==> src/rtl/fft_frame_reader.sv <==
// fft_frame_reader: streams a stored FFT frame out on valid/ready; FFT_FRAME_READER_BITREV_EN selects bit-reversed read addresses
module fft_frame_reader #(
   parameter int ADDR_W    = 12,
   parameter int DATA_W    = 32,
   parameter int MAX_LOG2N = 12
) (
   input  logic              clk,
   input  logic              rst,
   input  logic              start,
   input  logic [3:0]        log2n,
   output logic              busy,
   output logic              rd_en,
   output logic [ADDR_W-1:0] rd_addr,
   input  logic [DATA_W-1:0] rd_data,
   output logic [DATA_W-1:0] m_data,
   output logic              m_valid,
   input  logic              m_ready,
   output logic              m_last,
   output logic              done
);
   localparam logic [1:0] IDLE  = 2'd0;
   localparam logic [1:0] READ  = 2'd1;
   localparam logic [1:0] DRAIN = 2'd2;
   localparam logic [3:0] MAXL  = 4'(MAX_LOG2N);
   localparam logic [ADDR_W:0] ONE = {{ADDR_W{1'b0}}, 1'b1};

   logic [1:0]        state, cnt;
   logic [3:0]        lg, lg_in;
   logic [ADDR_W:0]   idx, last_idx;
   logic [ADDR_W-1:0] ocnt;
   logic              inflight, pop;
   logic [DATA_W-1:0] b0, b1;

   assign lg_in    = log2n == 4'd0 ? 4'd1 : log2n > MAXL ? MAXL : log2n;
   assign last_idx = (ONE << lg) - ONE;
   assign m_valid  = cnt != 2'd0;
   assign pop      = m_valid & m_ready;
   assign m_data   = b0;
   assign m_last   = m_valid && ocnt == last_idx[ADDR_W-1:0];
   // buffered + in-flight samples never exceed the 2-entry buffer
   assign rd_en    = state == READ && ({1'b0, cnt} + {2'b0, inflight} - {2'b0, pop}) < 3'd2;
   assign done     = state == DRAIN && cnt == 2'd0 && !inflight;
   assign busy     = state != IDLE && !done;

`ifdef FFT_FRAME_READER_BITREV_EN
   localparam logic [5:0] AW = 6'(ADDR_W);
   logic [ADDR_W-1:0] rev;
   always_comb begin
      rev = '0;
      for (int i = 0; i < ADDR_W; i++) rev[i] = idx[ADDR_W-1-i];
   end
   // idx < 2^L, so reversing all bits then shifting down leaves the low L bits reversed
   assign rd_addr = rev >> (AW - {2'b0, lg});
`else
   assign rd_addr = idx[ADDR_W-1:0];
`endif

   always_ff @(posedge clk or posedge rst) begin
      if (rst) begin
         state    <= IDLE;
         cnt      <= '0;
         lg       <= '0;
         idx      <= '0;
         ocnt     <= '0;
         inflight <= 1'b0;
         b0       <= '0;
         b1       <= '0;
      end else begin
         inflight <= rd_en;
         cnt      <= cnt + {1'b0, inflight} - {1'b0, pop};
         if (inflight && (pop ? cnt == 2'd2 : cnt == 2'd1)) b1 <= rd_data;
         if (pop) b0 <= (inflight && cnt == 2'd1) ? rd_data : b1;
         else if (inflight && cnt == 2'd0) b0 <= rd_data;
         if (pop) ocnt <= ocnt + 1'b1;
         if (rd_en) idx <= idx + 1'b1;
         if (state == IDLE && start) begin
            state <= READ;
            lg    <= lg_in;
            idx   <= '0;
            ocnt  <= '0;
         end else if (state == READ && rd_en && idx == last_idx) state <= DRAIN;
         else if (done) state <= IDLE;
      end
   end
endmodule

==> config.mk <==
export PLATFORM = sky130hd
export DESIGN_NAME = fft_frame_reader
export DESIGN_NICKNAME = d
export VERILOG_FILES = /design/src/rtl/fft_frame_reader.sv
export SDC_FILE = /design/constraint.sdc
export NUM_CORES = 1
export LEC_CHECK = 0
export CAP_MARGIN = 10
export CORE_ASPECT_RATIO = 0.75
export CORE_UTILIZATION = 35
export DETAILED_ROUTE_END_ITERATION = 6
export GPL_TIMING_DRIVEN = 0
export PLACE_DENSITY_LB_ADDON = 0.25
export SLEW_MARGIN = 20
export SYNTH_ARGS = -nofsm -noshare
export SYNTH_HDL_FRONTEND = slang
export SYNTH_SLANG_ARGS = --single-unit
==> constraint.sdc <==
create_clock -name clk -period 9.62 [get_ports clk]
set_clock_uncertainty 0.2 [all_clocks]
set_input_delay 2.886 -clock clk [delete_from_list [all_inputs] [get_ports clk]]
set_output_delay 2.886 -clock clk [all_outputs]
set_load 0.01 [all_outputs]
==> out/metrics.cfg <==
[clock_network]
cts_made_buffers = 9
cts.sinks = 98
cts_setup_buffers = 0
cts_resized = 0
cts_root_buffer = clkbuf_16
htreeDepth = 3
cts_tree = yes
cts_max_path_buffers = 2
clock_latency_ps = 350
cts_hold_buf = 0

[detailed_routing]
drt-total-wl_um = 12100
num_vias = 3981
wl_met2_um = 5630
drt-initial-drc-count = 269
wl_met3_um = 600
vias_per_cell = 5.14
first_pass_iters = 6
ant_nets = 0
drc_errors = 0
top_layer_used = met4

[cells_and_area]
stdcell_area_um2 = 6470
nNonClkInverters = 13
layout.nonclk_buf_share_pct = 18.3
diodes = 0
clockBufferCount = 9
nNonClkBuffers = 133
fin_nets = 641
comb_area_um2 = 2250
layout_top_cell = dfrtp_1
area.sequential_um2 = 2450
n_sequential_cell = 98
clock_cell_area_share_pct = 4.76
stdcell_count = 775
dominant_cells = flip-flops and latches
final_cell_mix = 98 x dfrtp_1, 88 x clkdlybuf4s50_1, 85 x nand2_1
fill_cells = 1297
logic_gates = 340
synthToLayoutAreaGrowth_pct = 28.6
fin_util_pct = 46.6

[yosys]
top_area_cell = dfrtp_1
top_cells_by_count = 98 x dfrtp_1, 85 x nand2_1, 36 x nor2_1
ys_ff = 98
yosys_warnings = 0
yosysCellCount = 495
synth_cells = 495
flop_cell = dfrtp_1
synth_area_per_cell_um2 = 10.2
synthAoiAreaFrac_pct = 11.7
netlist.area_leader.share_pct = 48.8
ys_sh_mux_pct = 7.81
simple_gate_share_pct = 18.0
ys_seq_share_pct = 48.8
synth_cell_types = 60
syn-cell-area_um2 = 5030
synth_nets = 541
yosysMostFrequentCell = dfrtp_1
netlist_top_cells_area = dfrtp_1 49%, mux2_2 7.6%, nand2_1 6.3%
adder_share_pct = 1.64
synth-xor-area-share_pct = 5.70
yosys_area_um2 = 5030
edf_count = 0

[critical_path]
critPathSlowestCell = clkdlybuf4s50_1
arrival_ps = 5810
cp_num_buf_inv = 5
critPathTopFamily = buffers and inverters
criticalPathCategory = primary input to primary output
path_cells = clkdlybuf4s50_1 -> o21a_1 -> buf_2 -> ha_1 -> inv_1 -> ha_1 -> inv_1 -> fa_1 -> nand3b_1 -> nor2_4 -> clkdlybuf4s50_1
end_kind = primary output
crit_required_ps = 6530
start_kind = primary input
critPathMaxStageDelay_ps = 570
worstPathMaxFanout = 7

[sta]
maxSlewViolCount = 0
setup_viol = 0
relSlewSlack_pct = 45.5
fin_hold_ws_ps = 289
fmax_ghz = 0.112
tns_ps = 0
finalClockPeriodUsage_pct = 92.5
period_minus_slack_ps = 8900
grt_setup_unrepaired = false
setup_slack_ps = 722
worst_slew_pin_slew_ps = 810

[global_routing]
grt-busiest-layer = met2
grt_usage_pct = 17.5
use_met3_pct = 4.77
antenna_found_initial = 0
first_global_vias = 3972
grt_pass1_wl_um = 20400
grt_max_degree = 52
met1_usage_pct = 23.8
overflow = 0
use_met2_pct = 27.1

[die]
dieArea_um2 = 14900
fp_util_pct = 36.2
die_y_um = 106
row_count = 37
core_um2 = 13900
tap_cells = 175
ios = 89

[power]
p_per_area_nw_per_um2 = 313
power_mw = 2.02
peakVddDrop_uv = 119

[place]
dp_cells = 759
portBuffers = 88
gp_congestion = 0.847
post-place-ws_ps = 718
dpl_cell_area_um2 = 6160

[job]
maxCapViolCount = 0
openroad.warnings = 26

[outcome]
run_status = complete, no violations

[worst_hold_path]
hold_path_class = flip-flop to flip-flop

## worst paths after layout
check / start / end / slack [ps] / depth (start not counted)
max: m_ready / rd_en / 720 / 11
min in group asynchronous: rst / m_data[26]$_DFFE_PP0P_ / 2750 / 2
max reg2reg: cnt[1]$_DFF_PP0_ / idx[7]$_DFFE_PP0P_ / 5980 / 13
min reg2reg: b1[22]$_DFFE_PP0P_ / m_data[22]$_DFFE_PP0P_ / 290 / 2
min: b1[22]$_DFFE_PP0P_ / m_data[22]$_DFFE_PP0P_ / 290 / 2
max in group asynchronous: rst / b1[16]$_DFFE_PP0P_ / 5870 / 3
## report_power, final
part | internal [mW] | switching (mW) | total (mW)
clock | 0.206 | 0.172 | 0.378
sequential | 0.585 | 0.123 | 0.708
combinational | 0.471 | 0.468 | 0.939
gates.png
(3 px per um)
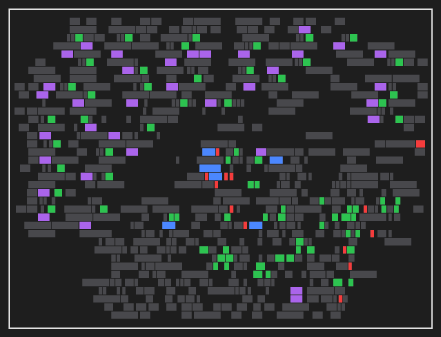
purple -> mux cells  # cells 35
green -> aoi and oai cells  # cells 73, where spread over the die
red -> inv cells  # cells 13
blue -> fa/ha/maj cells  # cells 6, where center

closeup.png
Window x 50 to 90, y 54 to 94 um. Cells in gray, sequential cells in the stronger gray; small squares are vias.
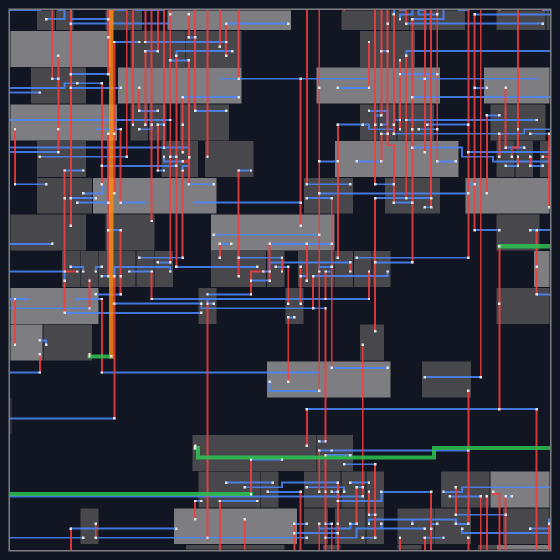
blue -> M1
green -> M3
orange -> M4
red -> M2
netlist names of flops here include = b1 (7), m_data (5)
most frequent = nand2_1 (15), dfrtp_1 (13), clkdlybuf4s50_1 (9)
sequential cells in the window = 13
cells with their middle in the window = 74

